<file path="src/rtl/iseq.sv">
// iseq: instruction fetch / microcode step sequencer for the 8-bit core.
// It fetches the opcode and up to three operand bytes over a req/ack read port,
// then walks the microcode step index until the microcode signals end-of-instruction.
// Memory timeouts and step overruns lock the sequencer in a sticky FAULT state.
module iseq #(
   parameter int ADDR_W      = 16,
   parameter int MAX_STEP    = 7,
   parameter int MEM_TIMEOUT = 15
) (
   input  logic              clk,
   input  logic              rst,
   input  logic [ADDR_W-1:0] pc_addr,
   input  logic [7:0]        mem_rdata,
   input  logic              mem_ack,
   input  logic [1:0]        len,
   input  logic              ins_end,
   input  logic              stall,
   input  logic              halt,
   output logic              mem_req,
   output logic [ADDR_W-1:0] mem_addr,
   output logic [7:0]        insn,
   output logic [7:0]        d1,
   output logic [7:0]        d2,
   output logic [7:0]        d3,
   output logic [2:0]        is,
   output logic              exec,
   output logic              halted,
   output logic              fault
);
   localparam int TW = $clog2(MEM_TIMEOUT + 1);

   typedef enum logic [2:0] {
      FETCH_OP,
      FETCH_D,
      DECODE,
      EXEC,
      HALT,
      FAULT
   } state_t;

   state_t            state_reg, state_next;
   logic              req_reg, req_next;
   logic [ADDR_W-1:0] addr_reg, addr_next;
   logic [ADDR_W-1:0] base_reg, base_next;
   logic [1:0]        len_reg, len_next;
   logic [1:0]        cnt_reg, cnt_next;
   logic [TW-1:0]     tmo_reg, tmo_next;
   logic [TW-1:0]     tmo_inc;
   logic              tmo_hit;
   logic [7:0]        insn_reg, insn_next;
   logic [2:0]        is_reg, is_next;
   logic              d_clr;
   logic              d_wr;
   logic [2:0][7:0]   d_bus;

   assign tmo_inc = tmo_reg + TW'(1);
   assign tmo_hit = (tmo_inc == TW'(MEM_TIMEOUT));

   // Next-state and datapath decisions; FETCH_OP with req low is its entry cycle.
   always_comb begin
      state_next = state_reg;
      req_next   = req_reg;
      addr_next  = addr_reg;
      base_next  = base_reg;
      len_next   = len_reg;
      cnt_next   = cnt_reg;
      tmo_next   = tmo_reg;
      insn_next  = insn_reg;
      is_next    = is_reg;
      d_clr      = 1'b0;
      d_wr       = 1'b0;
      case (state_reg)
         FETCH_OP: begin
            if (!req_reg) begin
               if (halt) begin
                  state_next = HALT;
               end else begin
                  base_next = pc_addr;
                  addr_next = pc_addr;
                  req_next  = 1'b1;
                  tmo_next  = '0;
               end
            end else if (mem_ack) begin
               insn_next  = mem_rdata;
               req_next   = 1'b0;
               tmo_next   = '0;
               state_next = DECODE;
            end else begin
               tmo_next = tmo_inc;
               if (tmo_hit) begin
                  req_next   = 1'b0;
                  state_next = FAULT;
               end
            end
         end
         DECODE: begin
            len_next = len;
            if (len == 2'd0) begin
               is_next    = '0;
               state_next = EXEC;
            end else begin
               d_clr      = 1'b1;
               cnt_next   = 2'd1;
               addr_next  = base_reg + ADDR_W'(1);
               req_next   = 1'b1;
               tmo_next   = '0;
               state_next = FETCH_D;
            end
         end
         FETCH_D: begin
            if (mem_ack) begin
               d_wr     = 1'b1;
               tmo_next = '0;
               if (cnt_reg == len_reg) begin
                  req_next   = 1'b0;
                  is_next    = '0;
                  state_next = EXEC;
               end else begin
                  // Request stays up; only the address moves to the next operand byte.
                  cnt_next  = cnt_reg + 2'd1;
                  addr_next = base_reg + ADDR_W'(cnt_reg) + ADDR_W'(1);
               end
            end else begin
               tmo_next = tmo_inc;
               if (tmo_hit) begin
                  req_next   = 1'b0;
                  state_next = FAULT;
               end
            end
         end
         EXEC: begin
            if (stall) begin
               is_next = is_reg;
            end else if (ins_end) begin
               is_next    = '0;
               state_next = FETCH_OP;
            end else if (is_reg == 3'(MAX_STEP)) begin
               is_next    = '0;
               state_next = FAULT;
            end else begin
               is_next = is_reg + 3'd1;
            end
         end
         HALT: begin
            // Leaving HALT doubles as the fetch entry cycle, so the request starts at once.
            if (!halt) begin
               base_next  = pc_addr;
               addr_next  = pc_addr;
               req_next   = 1'b1;
               tmo_next   = '0;
               state_next = FETCH_OP;
            end
         end
         FAULT: begin
            req_next = 1'b0;
            is_next  = '0;
         end
         default: begin
            req_next   = 1'b0;
            state_next = FETCH_OP;
         end
      endcase
   end

   // State and fetch datapath registers.
   always_ff @(posedge clk) begin
      if (!rst) begin
         state_reg <= FETCH_OP;
         req_reg   <= 1'b0;
         addr_reg  <= '0;
         base_reg  <= '0;
         len_reg   <= '0;
         cnt_reg   <= '0;
         tmo_reg   <= '0;
         insn_reg  <= '0;
         is_reg    <= '0;
      end else begin
         state_reg <= state_next;
         req_reg   <= req_next;
         addr_reg  <= addr_next;
         base_reg  <= base_next;
         len_reg   <= len_next;
         cnt_reg   <= cnt_next;
         tmo_reg   <= tmo_next;
         insn_reg  <= insn_next;
         is_reg    <= is_next;
      end
   end

   genvar gi;
   generate
      for (gi = 0; gi < 3; gi++) begin : g_opnd
         logic [7:0] d_byte_reg;
         // Operand byte gi+1: cleared when an operand fetch starts, loaded by its own ack.
         always_ff @(posedge clk) begin
            if (!rst) begin
               d_byte_reg <= '0;
            end else if (d_clr) begin
               d_byte_reg <= '0;
            end else if (d_wr && (cnt_reg == 2'(gi + 1))) begin
               d_byte_reg <= mem_rdata;
            end
         end
         assign d_bus[gi] = d_byte_reg;
      end
   endgenerate

   assign mem_req  = req_reg;
   assign mem_addr = addr_reg;
   assign insn     = insn_reg;
   assign d1       = d_bus[0];
   assign d2       = d_bus[1];
   assign d3       = d_bus[2];
   assign is       = is_reg;
   assign exec     = (state_reg == EXEC);
   assign halted   = (state_reg == HALT);
   assign fault    = (state_reg == FAULT);
endmodule

</file>
<file path="config.mk">
export PLATFORM = sky130hd
export DESIGN_NAME = iseq
export DESIGN_NICKNAME = d
export VERILOG_FILES = /design/src/rtl/iseq.sv
export SDC_FILE = /design/constraint.sdc
export NUM_CORES = 1
export LEC_CHECK = 0
export CAP_MARGIN = 20
export CORE_MARGIN = 3
export CORE_UTILIZATION = 45
export CTS_CLUSTER_DIAMETER = 200
export DETAILED_ROUTE_END_ITERATION = 8
export PLACE_DENSITY = 0.79
export SLEW_MARGIN = 20
export SYNTH_ARGS = -nofsm -noshare
export SYNTH_HDL_FRONTEND = slang
export SYNTH_SLANG_ARGS = --single-unit
</file>
<file path="constraint.sdc">
create_clock -name clk -period 2.36 [get_ports clk]
set_input_delay 0.472 -clock clk [delete_from_list [all_inputs] [get_ports clk]]
set_output_delay 0.472 -clock clk [all_outputs]
set_load 0.03 [all_outputs]
</file>
### The clock network, run 1

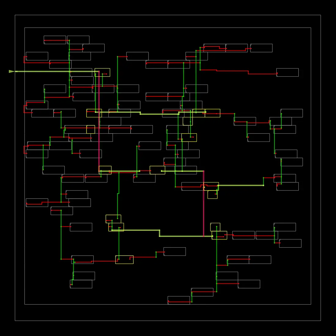
CTS buffer count: 9
CTS Sinks: 79
Layout clock buffers: 9
Flop Count: 79
clock group power: 0.00100 W

### Met2 routing, run 1

Scale: 4 px per micron.
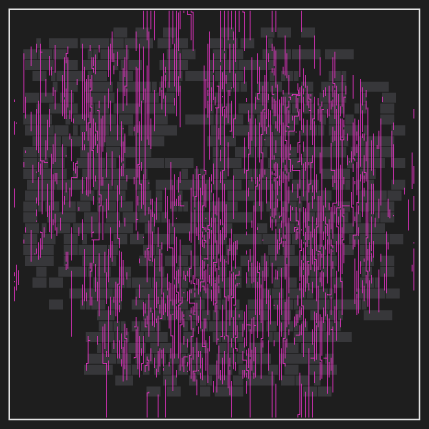
main direction: vertical
wire length on this layer: 5,620 microns
longest straight run: 40.8 microns
share of all routed wire: 48%
Post-Route WL: 11.75 mm
GR Util met2: 0.3718
vias: 4,101

### Placement by cell class, run 1

Scale: 4 px per micron. Fill, decap, tap and diode cells in grey.
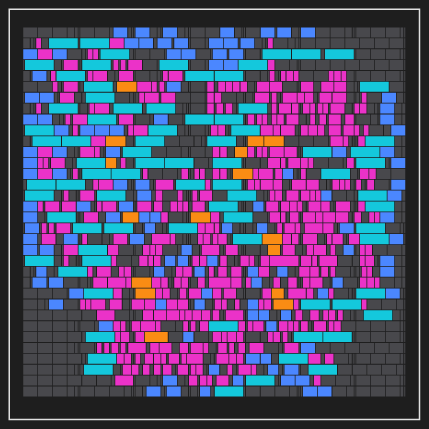
| class | colour | cells | share of their area |
|---|---|---|---|
| other buffers and delay cells | blue | 118 | 21% |
| clock drivers and dummy loads | orange | 16 | 3.7% |
| flip-flops | cyan | 79 | 30% |
| all other logic | magenta | 399 | 46% |
fraction of area in registers: 0.2902
design area: 5450 sq um

### Routed clock nets over the placement, run 1

Scale: 6 px per micron.
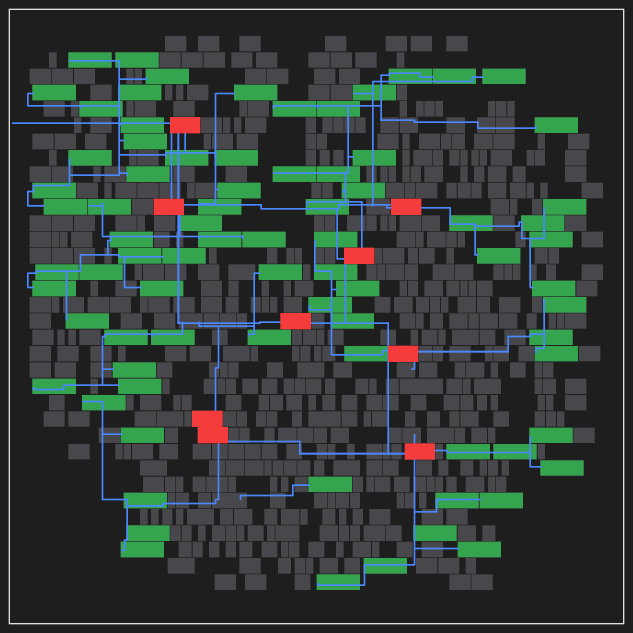
[cells driving clock nets] red | count: 9
[clock wires] blue | length: 979 microns
[flip-flops] green | count: 79
routed clock nets: 10
flops lie: widely spread
Clk pwr share: 0.218
Setup Skew: 0.01107 ns

==> run 1: metrics by stage <==
step	setup slack, ns	TNS, ns	area [sq um]	std cells
2_1_floorplan	0.3044	0	4161	511
6_report	0.1530	0	5450	720
3_5_place_dp	-0.01066	-0.01852	5254	704
4_1_cts	0.1952	0	5450	720
5_1_grt	0.02749	0	5450	720
3_3_place_gp	0.008785	0	5254	704
==> run 1: kinds of logic after synthesis <==
family / count (synthesis) / share of synthesized area
mux: 38 / 0.09170
buf+inv: 43 / 0.04179
fa+ha+maj: 11 / 0.03488
flops: 79 / 0.3800
simple gates: 193 / 0.2156
xor+xnor: 22 / 0.04630
compound gates: 125 / 0.1897
==> impl_metrics.env, run 1 <==
# flow metrics
export IMPL_maxSlewViolCount=0
export IMPL_edf_count=0
export IMPL_min_from="len_reg[1]"
export IMPL_wl_met1_mm=5.157
export IMPL_finalCriticalPeriod_ns=2.207
export IMPL_fp_util=0.4703
export IMPL_drive_gt1_frac=0.09314
export IMPL_vias_per_cell=5.696
export IMPL_fp_dieW_microns=102.2
export IMPL_final_layout_top_logic_cell="clkdlybuf4s50_1"
export IMPL_wl_per_cell_microns=16.31
export IMPL_layout_nonclk_buf_frac=0.2006
export IMPL_nFillCells=785
export IMPL_grt_overflow=0
export IMPL_top_layer="met4"
export IMPL_ys_ff=79
export IMPL_cts_buffer_depth=2
export IMPL_drc=0
export IMPL_logic_area_sq_um=2406
export IMPL_ys_warn_count=0
export IMPL_slowest_delay_ns=0.47
export IMPL_max_cap_viol_count=0
export IMPL_synth_top_cells_by_count="79 x dfxtp_1, 68 x nor2_1, 56 x nand2_1"
export IMPL_r2r_end="mem_addr[11]"
export IMPL_num_antenna_cells=0
export IMPL_lay_top_cells="83 x clkdlybuf4s50_1, 79 x dfxtp_1, 68 x nor2_1, 56 x nand2_1, 48 x a21oi_1"
export IMPL_clkCellAreaFrac=0.03604
export IMPL_crit_end="mem_addr[11]"
export IMPL_post_route_period_util=0.9352
export IMPL_whs_path_depth=2
export IMPL_crit_type="flip-flop to flip-flop"
export IMPL_antenna_found_initial=0
export IMPL_path_buffers=1
export IMPL_io_pins=87
export IMPL_synth_async_reset_ratio=0
export IMPL_required_ns=2.60
export IMPL_route_met3_wl_microns=850
export IMPL_reg2reg_slack_ns=0.15
export IMPL_rows=34
export IMPL_worst_pin_slew_ns=0.6067
export IMPL_yosysUniqueCellTypes=58
export IMPL_ys_cells=511
export IMPL_synthCells=511
export IMPL_dieHeight_microns=102.2
export IMPL_netlist_area_leader_share=0.3800
export IMPL_hold_buffers=0
export IMPL_total_power_w=0.004618
export IMPL_synth_seq_share=0.3800
export IMPL_p_per_area_nw_per_um2=847.3
export IMPL_drtIter0Drc=341
export IMPL_yosys_area_sq_um=4161
export IMPL_gp_congestion=0.9023
export IMPL_met2WireLength_mm=5.624
export IMPL_syn_area_per_cell_sq_um=8.144
export IMPL_path_cells="inv_1 > ha_1 > nor2b_1 > o2111ai_1 > nor2_1 > xor2_1 > a222oi_1 > a21oi_1"
export IMPL_cts_htree_levels=3
export IMPL_reg2reg_from="cnt_reg[0]"
export IMPL_yosysTopAreaCell="dfxtp_1"
export IMPL_hold_viol=0
export IMPL_outcome="finished clean"
export IMPL_firstDrtPassIters=5
export IMPL_rsz0062_at_grt="false"
export IMPL_grt_pass1_wl_mm=19.14
export IMPL_powerSeq_w=0.00175
export IMPL_clkLatencyLatePin_ns=0.36
export IMPL_ys_flop_type="dfxtp_1"
export IMPL_grt_busiest_layer="met2"
export IMPL_setup_viol_count_final=0
export IMPL_postLayoutCoreUtil=0.6160
export IMPL_core_area_sq_um=8848
export IMPL_cp_start_kind="flip-flop"
export IMPL_p_seq_frac=0.379
export IMPL_area_leaders="dfxtp_1 38%, mux2i_1 8.9%, nor2_1 6.1%"
export IMPL_io_buffers=86
export IMPL_p_comb_frac=0.404
export IMPL_use_met1=0.2964
export IMPL_cts_tree="built"
export IMPL_fmax_mhz=453.1
export IMPL_cp_arrival_ns=2.45
export IMPL_grt_start_max_net_pins=41
export IMPL_fp_nets=554
export IMPL_met3_usage=0.07235
==> run 1 -> run 2 <==
CTS_CLUSTER_SIZE = 25   (was default)
### Placement by cell class, run 2

Scale: 4 px per micron. Fill, decap, tap and diode cells in grey.
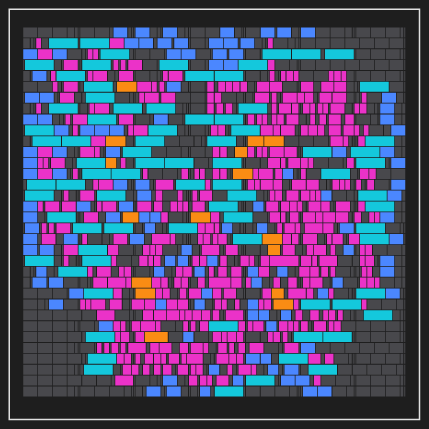
| class | colour | cells | share of their area |
|---|---|---|---|
| flip-flops | cyan | 79 | 30% |
| all other logic | magenta | 399 | 46% |
| other buffers and delay cells | blue | 118 | 21% |
| clock drivers and dummy loads | orange | 16 | 3.7% |
Rows: 34
core area: 8848 sq um
Final Util: 0.6160

### Met2 routing, run 2

Scale: 4 px per micron.
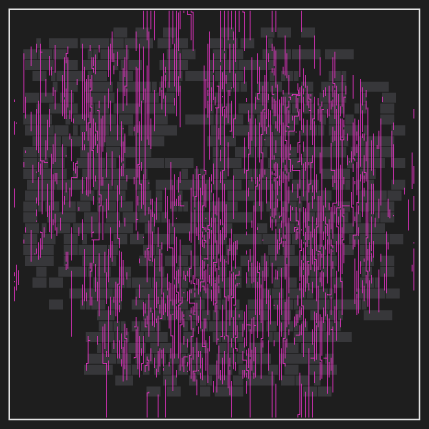
longest straight run: 40.8 microns
wire length on this layer: 5,620 microns
share of all routed wire: 48%

==> run 2 against run 1 <==
  * Clock skew stayed put
  * Critical path type unchanged
  * Sequential power hardly changed
  * Cell count unchanged
  * Die area unchanged
  * Count of clock-buffer cells in the layout did not move
  * Sequential share of layout area is the same
  * Combinational power about the same
==> impl_metrics.env, run 2 <==
# flow metrics
export IMPL_place_ws_ns=-0.01066
export IMPL_cts_htree_levels=3
export IMPL_gp_congestion=0.9023
export IMPL_max_slew_margin_rel=0.5947
export IMPL_nFillCells=785
export IMPL_ys_cells=511
export IMPL_cts_buffers=9
export IMPL_holdPathEnd="len_reg[1]"
export IMPL_cp_start_kind="flip-flop"
export IMPL_hold_class="flip-flop to flip-flop"
export IMPL_p_int_w=0.002762
export IMPL_cts_root_buf="clkbuf_8"
export IMPL_min_from="len_reg[1]"
export IMPL_postLayoutCellArea_sq_um=5450
export IMPL_dp_cells=704
export IMPL_dp_hpwl_mm=8.515
export IMPL_grt_pass1_wl_mm=19.14
export IMPL_num_antenna_cells=0
export IMPL_reg2reg_from="cnt_reg[0]"
export IMPL_cp_startpoint="cnt_reg[0]"
export IMPL_crit_type="flip-flop to flip-flop"
export IMPL_cts_buffer_depth=2
export IMPL_setup_slack_ns=0.1530
export IMPL_clkPwrFrac=0.218
export IMPL_slowest_delay_ns=0.47
export IMPL_wl_per_cell_microns=16.31
export IMPL_firstDrtPassIters=5
export IMPL_grt_start_max_net_pins=41
export IMPL_yosysTopAreaCell="dfxtp_1"
export IMPL_synth_async_reset_ratio=0
export IMPL_route_met3_wl_microns=850
export IMPL_drc=0
export IMPL_synthCells=511
export IMPL_ys_sh_adder=0.03488
export IMPL_hold_viol=0
export IMPL_yosys_area_sq_um=4161
export IMPL_post_dp_cell_area_sq_um=5254
export IMPL_path_cells="inv_1 > ha_1 > nor2b_1 > o2111ai_1 > nor2_1 > xor2_1 > a222oi_1 > a21oi_1"
export IMPL_met2WireLength_mm=5.624
export IMPL_maxSlewViolCount=0
export IMPL_drive_gt1_frac=0.09314
export IMPL_pg_comb_w=0.00186
export IMPL_synth_top_cells_by_count="79 x dfxtp_1, 68 x nor2_1, 56 x nand2_1"
export IMPL_syn_to_final_growth_pct=30.97
export IMPL_wirelength_mm=11.75
export IMPL_p_per_area_nw_per_um2=847.3
export IMPL_ys_ff=79
export IMPL_top_layer="met4"
export IMPL_power_switching_w=0.001856
export IMPL_simple_gate_area_frac=0.2156
export IMPL_yosysUniqueCellTypes=58
export IMPL_crit_end="mem_addr[11]"
export IMPL_final_layout_top_logic_cell="clkdlybuf4s50_1"
export IMPL_p_seq_frac=0.379
export IMPL_cts_setup_buffers=0
export IMPL_netlist_area_leader_share=0.3800
export IMPL_grt_total_usage=0.2283
export IMPL_rsz0062_at_grt="false"
export IMPL_path_clk_slew_ns=0.10
export IMPL_nets=650
export IMPL_mux_area_frac=0.09170
export IMPL_powerSeq_w=0.00175
export IMPL_p_leak_nw=2.296
export IMPL_most_common_cell="dfxtp_1"
export IMPL_area_leaders="dfxtp_1 38%, mux2i_1 8.9%, nor2_1 6.1%"
export IMPL_fp_nets=554
export IMPL_finalCriticalPeriod_ns=2.207
export IMPL_end_kind="flip-flop"
export IMPL_io_buffers=86
export IMPL_cp_slowest_cell="dfxtp_1"
export IMPL_r2r_end="mem_addr[11]"
export IMPL_fmax_mhz=453.1
export IMPL_edf_count=0
export IMPL_outcome="finished clean"
export IMPL_clock_sinks=79
export IMPL_post_route_period_util=0.9352
export IMPL_met3_usage=0.07235
export IMPL_swShare=0.4019
export IMPL_vias_per_cell=5.696
export IMPL_path_buffers=1
export IMPL_setup_viol_count_final=0
export IMPL_required_ns=2.60
export IMPL_top_power_group="combinational cells"
export IMPL_wl_met1_mm=5.157
export IMPL_crit_path_max_fanout=6
export IMPL_io_pins=87
export IMPL_chipArea_sq_um=10440
export IMPL_ys_sh_xor=0.04630
export IMPL_lay_top_cells="83 x clkdlybuf4s50_1, 79 x dfxtp_1, 68 x nor2_1, 56 x nand2_1, 48 x a21oi_1"
export IMPL_grt_busiest_layer="met2"
export IMPL_max_cap_viol_count=0
export IMPL_fp_util=0.4703
export IMPL_reg2reg_slack_ns=0.15
export IMPL_grt_overflow=0
export IMPL_antenna_found_initial=0
export IMPL_cp_top_family="AND-OR/OR-AND gates"
export IMPL_skew_ns=0.01107
export IMPL_cts_tree="built"
export IMPL_ys_flop_type="dfxtp_1"
export IMPL_cp_arrival_ns=2.45
export IMPL_clkLatencyLatePin_ns=0.36
export IMPL_ys_top_logic_family="simple AND/OR/NAND/NOR gates"
export IMPL_whs_path_depth=2
export IMPL_hold_buffers=0
export IMPL_p_comb_frac=0.404
export IMPL_via_count=4101
export IMPL_worst_pin_slew_ns=0.6067
export IMPL_gr_usage_met2=0.3718
export IMPL_drtIter0Drc=341
export IMPL_ys_sh_aoi=0.1897
export IMPL_syn_area_per_cell_sq_um=8.144
export IMPL_use_met1=0.2964
export IMPL_synth_seq_share=0.3800
export IMPL_peakVddDrop_uv=427.7
export IMPL_ant_nets=0
export IMPL_power_clock_w=0.00100
export IMPL_stdcell_count=720
export IMPL_ys_warn_count=0
### I/O pins on the die edge, run 2

Scale: 3 px per micron. Pins as bars across the die edge, other pins in grey.
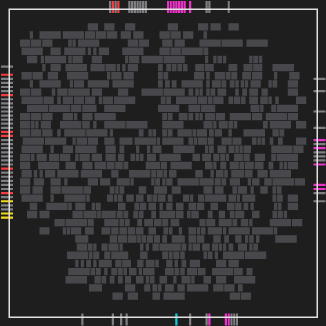
| port | colour | pins | direction | edge |
|---|---|---|---|---|
| is | yellow | 3 | output | west |
| mem_addr | magenta | 16 | output | 8 north, 5 east, 3 south |
| halted | cyan | 1 | output | south |
| d2 | red | 8 | output | 6 west, 2 north |
all pins by edge: 37 west, 22 north, 15 east, 13 south
chip width: 102.2 microns
die height: 102.2 microns

run 2: metrics by stage:
stage                       util  setup TNS [ns]  total power, W  hold WS (ns)
after floorplan                -               0        0.002918        0.4478
after global placement    0.5938               0        0.003579        0.4583
after detailed placement  0.5938        -0.01852        0.003628        0.4617
after CTS                 0.6160               0        0.004636        0.4742
after global routing      0.6160               0        0.004896        0.4987
final                     0.6160               0        0.004618        0.4747
run 2: cell type report:
class,instances,area (sq um),area share
Tap cell,108,135.1,0.02479
Clock buffer,9,123.9,0.02273
Clock inverter,7,72.57,0.01331
Timing Repair Buffer,118,1094,0.2006
Inverter,10,37.54,0.006887
Sequential cell,79,1582,0.2902
Multi-Input combinational cell,389,2406,0.4415
### The clock network, run 2

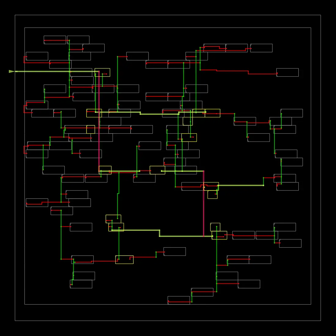

==> run 2 -> run 3 <==
clock period = 2.55 ns   (was 2.36 ns; I/O delays follow)
### The clock network, run 3

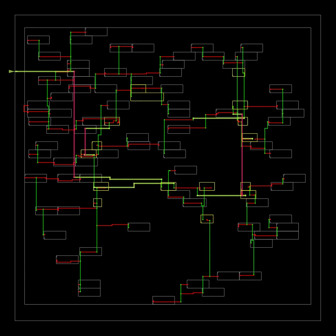
Setup Skew: 0.008577 ns
Latency at later pin: 0.35 ns

### I/O pins on the die edge, run 3

Scale: 3 px per micron. Pins as bars across the die edge, other pins in grey.
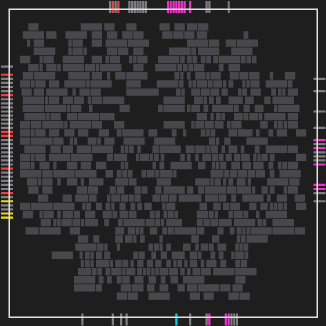
| port | colour | pins | direction | edge |
|---|---|---|---|---|
| mem_addr | magenta | 16 | output | 8 north, 5 east, 3 south |
| is | yellow | 3 | output | west |
| halted | cyan | 1 | output | south |
| d2 | red | 8 | output | 6 west, 2 north |
all pins by edge: 37 west, 22 north, 15 east, 13 south
port bufs: 86

==> run 3 against run 2 <==
  * Setup slack lost 0.050 ns
  * Hold slack is essentially flat
  * Routed wire length grew 0.70%
  * Cell count shrank 1.7%
  * Power shrank 6.8%
  * Critical path depth shrank 4
  * Sequential share of layout area grew 0.32 points
  * Critical endpoint is now fault
==> impl_metrics.env, run 3 <==
# flow metrics
export IMPL_min_from="len_reg[0]"
export IMPL_syn_area_per_cell_sq_um=8.144
export IMPL_max_cap_viol_count=0
export IMPL_mux_area_frac=0.09170
export IMPL_post_route_period_util=0.9596
export IMPL_ys_cells=511
export IMPL_area_leaders="dfxtp_1 38%, mux2i_1 8.9%, nor2_1 6.1%"
export IMPL_postLayoutCellArea_sq_um=5395
export IMPL_openroad_warnings=29
export IMPL_holdPathEnd="len_reg[0]"
export IMPL_netlist_area_leader_share=0.3800
export IMPL_crit_type="flip-flop to output pin"
export IMPL_required_ns=2.04
export IMPL_p_per_area_nw_per_um2=797.9
export IMPL_ys_ff=79
export IMPL_ys_flop_type="dfxtp_1"
export IMPL_p_int_w=0.002615
export IMPL_finalCriticalPeriod_ns=2.447
export IMPL_hold_worst_slack_ns=0.4745
export IMPL_path_buffers=2
export IMPL_maxSlewViolCount=0
export IMPL_cts_htree_levels=3
export IMPL_grt_total_usage=0.2289
export IMPL_cts_root_buf="clkbuf_8"
export IMPL_fmax_mhz=408.7
export IMPL_fp_dieW_microns=102.2
export IMPL_final_layout_top_logic_cell="clkdlybuf4s50_1"
export IMPL_fp_util=0.4703
export IMPL_max_slew_margin_rel=0.5928
export IMPL_pg_comb_w=0.00167
export IMPL_cts_buffer_depth=2
export IMPL_crit_end="fault"
export IMPL_end_kind="output pin"
export IMPL_firstDrtPassIters=5
export IMPL_synth_async_reset_ratio=0
export IMPL_dp_hpwl_mm=8.455
export IMPL_wl_per_cell_microns=16.70
export IMPL_gp_congestion=0.9129
export IMPL_nFillCells=778
export IMPL_rsz0062_at_grt="false"
export IMPL_yosysUniqueCellTypes=58
export IMPL_cts_buffers=9
export IMPL_ant_nets=0
export IMPL_clkPwrFrac=0.233
export IMPL_power_switching_w=0.001690
export IMPL_p_comb_frac=0.389
export IMPL_core_area_sq_um=8848
export IMPL_vias_per_cell=5.725
export IMPL_postLayoutCoreUtil=0.6097
export IMPL_fp_nets=554
export IMPL_reg2reg_slack_ns=0.34
export IMPL_worst_pin_slew_ns=0.6090
export IMPL_simple_gate_area_frac=0.2156
export IMPL_place_ws_ns=0.2582
export IMPL_swShare=0.3926
export IMPL_post_dp_cell_area_sq_um=5181
export IMPL_stdcell_count=708
export IMPL_synth_top_cells_by_count="79 x dfxtp_1, 68 x nor2_1, 56 x nand2_1"
export IMPL_cp_startpoint="state_reg[1]"
export IMPL_grt_start_max_net_pins=32
export IMPL_syn_to_final_growth_pct=29.65
export IMPL_ys_sh_aoi=0.1897
export IMPL_synthCells=511
export IMPL_io_pins=87
export IMPL_hold_viol=0
export IMPL_dp_cells=692
export IMPL_whs_path_depth=2
export IMPL_lay_top_cells="84 x clkdlybuf4s50_1, 78 x dfxtp_1, 68 x nor2_1, 56 x nand2_1, 48 x a21oi_1"
export IMPL_drtIter0Drc=285
export IMPL_power_clock_w=0.00100
export IMPL_synth_seq_share=0.3800
export IMPL_setup_viol_count_final=0
export IMPL_slowest_delay_ns=0.68
export IMPL_edf_count=0
export IMPL_drc=0
export IMPL_ys_sh_xor=0.04630
export IMPL_reg2reg_from="state_reg[2]"
export IMPL_path_clk_slew_ns=0.10
export IMPL_path_cells="buf_4 > nand2b_1 > nor2_1 > clkdlybuf4s50_1"
export IMPL_cp_arrival_ns=1.94
export IMPL_cts_tree="built"
export IMPL_cp_slowest_cell="clkdlybuf4s50_1"
export IMPL_ys_top_logic_family="simple AND/OR/NAND/NOR gates"
export IMPL_ys_sh_adder=0.03488
export IMPL_grt_overflow=0
export IMPL_ys_warn_count=0
export IMPL_top_power_group="combinational cells"
export IMPL_p_seq_frac=0.378
export IMPL_tns_ns=0
export IMPL_cp_top_family="buffers and inverters"
export IMPL_p_leak_nw=2.265
export IMPL_cts_setup_buffers=0
export IMPL_logic_area_sq_um=2406
export IMPL_powerSeq_w=0.00163
export IMPL_hold_class="flip-flop to flip-flop"
export IMPL_peakVddDrop_uv=360.6
export IMPL_chipArea_sq_um=10440
export IMPL_r2r_end="d2[6]"
export IMPL_dieHeight_microns=102.2
export IMPL_crit_path_max_fanout=14
export IMPL_nets=638
export IMPL_yosys_area_sq_um=4161
export IMPL_cp_start_kind="flip-flop"
export IMPL_most_common_cell="dfxtp_1"
export IMPL_setup_slack_ns=0.1030
export IMPL_drive_gt1_frac=0.07333
export IMPL_antenna_found_initial=0
export IMPL_num_antenna_cells=0
export IMPL_outcome="finished clean"
export IMPL_seq_area_sq_um=1583
### Met2 routing, run 3

Scale: 4 px per micron.
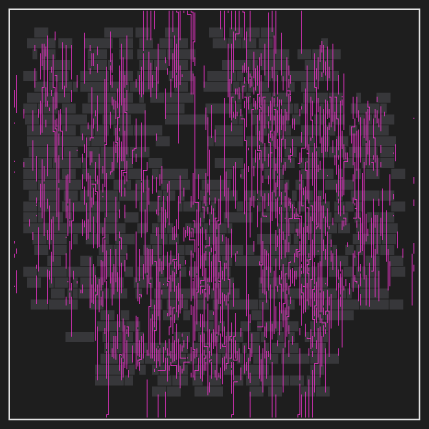
share of all routed wire: 47%
main direction: vertical
vias: 4,053
GR Util met2: 0.3708
Post-Route WL: 11.83 mm

## run 3: cell counts after synthesis
No cell type changed its count.
## run 3: routing by layer
metal | GRT usage | vias up | routed length (microns)
met4 | 0.06256 | 0 | 143
met3 | 0.06894 | 15 | 945
li1 | - | 1982 | -
met5 | 0 | - | 0
met2 | 0.3708 | 141 | 5534
met1 | 0.2974 | 1915 | 5203
## run 3: final cells by class
class                      count  share of cell area
sequential                    79              0.2934
tap                          108             0.02505
clock inverter                 7             0.01600
inverter                      10            0.006957
multi-input combinational    389              0.4460
clock buffer                   9             0.02296
timing repair buffer         106              0.1897
## run 3: repair_timing
action | in CTS | in global routing
resized | 0 | 2
setup endpoints to repair | 0 | 2
hold buffers | 0 | 0
Power and IR drop assume default switching activity.
